layer_met3.png
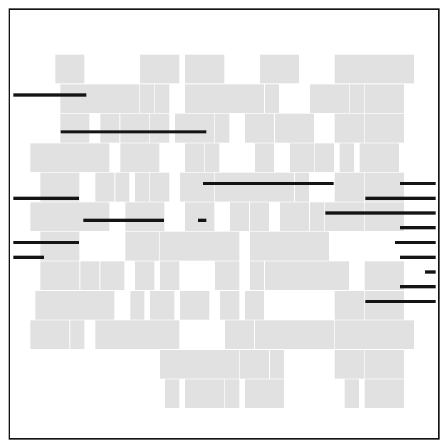
clocks.png
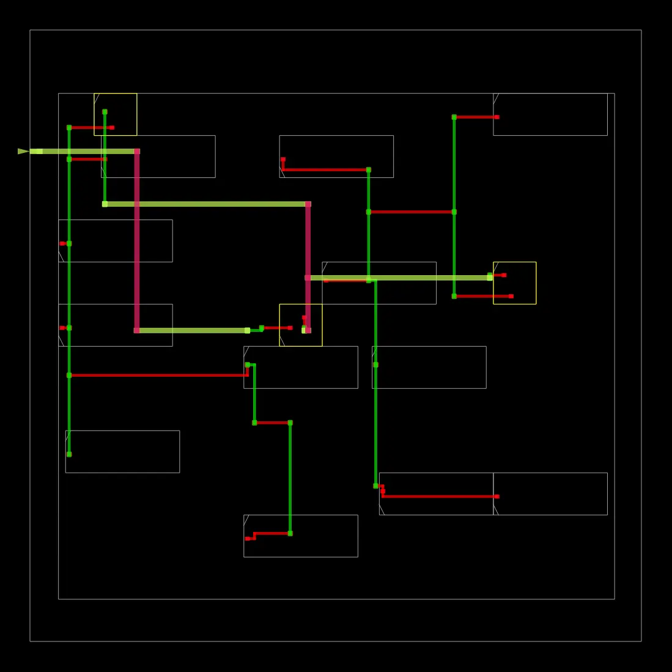
$ cat src/rtl/pending_priority_encoder_8_3_pkg.sv
// Shared types and sizes for the pending priority encoder.
// Consumed by the top and its priority-select sub-module.
package pending_priority_encoder_8_3_pkg;

    localparam int unsigned NumReq   = 8;
    localparam int unsigned EncWidth = 3;

    typedef enum logic {
        StIdle,
        StPresent
    } state_e;

endpackage

$ cat src/rtl/pending_priority_encoder_8_3_priority_select.sv
// Combinational highest-set-index selector (Priority_Select_8_3):
// 8-bit request vector in, 3-bit index and any-set flag out.
module pending_priority_encoder_8_3_priority_select
    import pending_priority_encoder_8_3_pkg::*;
(
    input  logic [NumReq-1:0]   req_i,
    output logic [EncWidth-1:0] idx_o,
    output logic                any_o
);

    always_comb begin
        idx_o = '0;
        any_o = |req_i;
        // Ascending scan: the last hit is the highest set index.
        for (int i = 0; i < NumReq; i++) begin
            if (req_i[i]) begin
                idx_o = EncWidth'(i);
            end
        end
    end

endmodule

$ cat src/rtl/pending_priority_encoder_8_3.sv
// Sticky 8-line request register presented one index at a time over valid/ready.
// Optional macro EDGE_DETECT_EN captures rising edges instead of levels.
module pending_priority_encoder_8_3
    import pending_priority_encoder_8_3_pkg::*;
(
    input  logic       Clock_In,
    input  logic       Reset_n_In,
    input  logic       Enable_In,
    input  logic       Data_0_In,
    input  logic       Data_1_In,
    input  logic       Data_2_In,
    input  logic       Data_3_In,
    input  logic       Data_4_In,
    input  logic       Data_5_In,
    input  logic       Data_6_In,
    input  logic       Data_7_In,
    input  logic       Ready_In,
    output logic [2:0] Encoded_Value_Out,
    output logic       Valid_Out,
    output logic [7:0] Pending_Out
);

    logic [NumReq-1:0]   data_in;
    logic [NumReq-1:0]   capture;
    logic [NumReq-1:0]   clear_mask;
    logic [NumReq-1:0]   pend_q, pend_d;
    logic [EncWidth-1:0] enc_q, enc_d;
    logic [EncWidth-1:0] sel_idx;
    logic                sel_any;
    state_e              state_q, state_d;

    assign data_in = {Data_7_In, Data_6_In, Data_5_In, Data_4_In,
                      Data_3_In, Data_2_In, Data_1_In, Data_0_In};

`ifdef EDGE_DETECT_EN
    logic [NumReq-1:0] prev_q;

    // Previous sample tracks the lines regardless of Enable_In.
    always_ff @(posedge Clock_In) begin
        if (!Reset_n_In) begin
            prev_q <= '0;
        end else begin
            prev_q <= data_in;
        end
    end

    assign capture = Enable_In ? (data_in & ~prev_q) : '0;
`else
    assign capture = Enable_In ? data_in : '0;
`endif

    pending_priority_encoder_8_3_priority_select u_priority_select (
        .req_i (pend_q),
        .idx_o (sel_idx),
        .any_o (sel_any)
    );

    always_comb begin
        state_d    = state_q;
        enc_d      = enc_q;
        clear_mask = '0;
        case (state_q)
            StIdle: begin
                if (sel_any) begin
                    enc_d   = sel_idx;
                    state_d = StPresent;
                end
            end
            StPresent: begin
                if (Ready_In) begin
                    clear_mask[enc_q] = 1'b1;
                    state_d           = StIdle;
                end
            end
            default: state_d = StIdle;
        endcase
        // Capture is OR-ed after the clear so a same-cycle re-request survives.
        pend_d = (pend_q & ~clear_mask) | capture;
    end

    always_ff @(posedge Clock_In) begin
        if (!Reset_n_In) begin
            state_q <= StIdle;
            pend_q  <= '0;
            enc_q   <= '0;
        end else begin
            state_q <= state_d;
            pend_q  <= pend_d;
            enc_q   <= enc_d;
        end
    end

    assign Encoded_Value_Out = enc_q;
    assign Valid_Out         = (state_q == StPresent);
    assign Pending_Out       = pend_q;

endmodule
$ cat config.mk
export PLATFORM = sky130hd
export DESIGN_NAME = pending_priority_encoder_8_3
export DESIGN_NICKNAME = d
export VERILOG_FILES = /design/src/rtl/pending_priority_encoder_8_3_pkg.sv /design/src/rtl/pending_priority_encoder_8_3_priority_select.sv /design/src/rtl/pending_priority_encoder_8_3.sv
export SDC_FILE = /design/constraint.sdc
export NUM_CORES = 1
export LEC_CHECK = 0
export CAP_MARGIN = 20
export CORE_MARGIN = 1.5
export CORE_UTILIZATION = 42
export CTS_CLUSTER_DIAMETER = 50
export DETAILED_ROUTE_END_ITERATION = 6
export GPL_TIMING_DRIVEN = 0
export PLACE_DENSITY = 0.8
export SLEW_MARGIN = 20
export SYNTH_ARGS = -nofsm -noshare
export SYNTH_HDL_FRONTEND = slang
export SYNTH_SLANG_ARGS = --single-unit
$ cat constraint.sdc
create_clock -name Clock_In -period 2.8 [get_ports Clock_In]
set_input_delay 0.56 -clock Clock_In [delete_from_list [all_inputs] [get_ports Clock_In]]
set_output_delay 0.56 -clock Clock_In [all_outputs]
set_load 0.03 [all_outputs]
==> flow_summary.ini <==
; implementation run metrics
[setup_path]
crit_slowest_cell = clkdlybuf4s50_1
path_cells = clkdlybuf4s50_1
crit_path_max_fanout = 5
cp_top_family = buffers and inverters
worstPathArrival_ns = 1.48

[layout]
comb_area_share_pct = 37.00
n_all_inverters = 2
clock_area_share_pct = 2.752
final-comb-area_um2 = 302.8

[synth]
ys_sh_simple_pct = 23.32
ys_cells = 64
fp_nets = 76

[pwr]
p_per_area_mw_per_mm2 = 547.2
p_sw_uw = 149.5

[run_status]
status = finished, final reports clean

[place]
place_ws_ns = 0.9819
gp_congestion = 0.8281
place_area_um2 = 795.8

[route]
routed-wl-met3_um = 91
wl_met2_um = 654
drt_first_pass_iters = 4

[global_route]
grt_busiest_layer = met2
globalRouteMet2Util_pct = 35.25

[floorplanning]
die_w_um = 39.45
core-area_mm2 = 0.001171

[final_timing]
max_freq_mhz = 490.1
layout_min_cycle_time_ns = 2.040
## Picture notes: layer_met3.png
share of all routed wire: 6.5%
main direction: horizontal
longest straight run: 13.1 µm
wire length on this layer: 91.1 µm
nets with wire on the layer: 14
grt met3 use: 10.23%
via count: 555
WL final: 1408 µm

## Picture notes: clocks.png
number of CTS-inserted buffers: 3
clk ins delay skew pair: 0.28 ns

## final timing paths
path / slack (ns) / endpoint / from / cells past startpoint
setup reg to reg: 1.57 / Pending_Out[0] / Valid_Out / 4
hold / removal: 0.53 / Pending_Out[0] / Pending_Out[0] / 2
hold reg to reg: 0.53 / Pending_Out[0] / Pending_Out[0] / 2
setup / recovery: 0.76 / Pending_Out[4] / Pending_Out[4] / 1
## sequential cells by signal, indices dropped and copies added, names as in the netlist
name	count
Valid_Out	1
Encoded_Value_Out	3
Pending_Out	8
## cells by family after synthesis
kind of cell           after synthesis
AND-OR/OR-AND                       26
AND/OR/NAND/NOR                     22
flip-flops                          12
buffers and inverters                4
## per-stage QoR
step / hold WS, ns / power, µW
3_5_place_dp: 0.5168 / 341.9
5_1_grt: 0.5502 / 471.9
3_3_place_gp: 0.5128 / 338.8
6_report: 0.5257 / 447.8
4_1_cts: 0.5278 / 451.7
2_1_floorplan: 0.6213 / 284.0
## synth_stat cells
cell | number | share of area, %
a21oi_2 | 1 | 1.6
o211a_1 | 1 | 1.8
o311a_1 | 1 | 1.8
inv_1 | 2 | 1.3
nand2b_1 | 2 | 2.2
nor2_1 | 2 | 1.3
o21ai_0 | 9 | 8.1
nor3_1 | 1 | 0.90
a21boi_1 | 1 | 1.3
o311ai_0 | 1 | 1.6
nand3_1 | 1 | 0.90
o21ai_1 | 1 | 0.90
nand2_1 | 12 | 8.1
and2_1 | 1 | 1.1
dfxtp_1 | 12 | 43
a21boi_0 | 7 | 9.4
or2_1 | 1 | 1.1
o31ai_1 | 2 | 2.7
nor4_4 | 2 | 7.6
buf_1 | 1 | 0.67
a21oi_1 | 2 | 1.8
clkbuf_1 | 1 | 0.67
Power figures rest on the tool's default switching activity, not on a simulated workload.
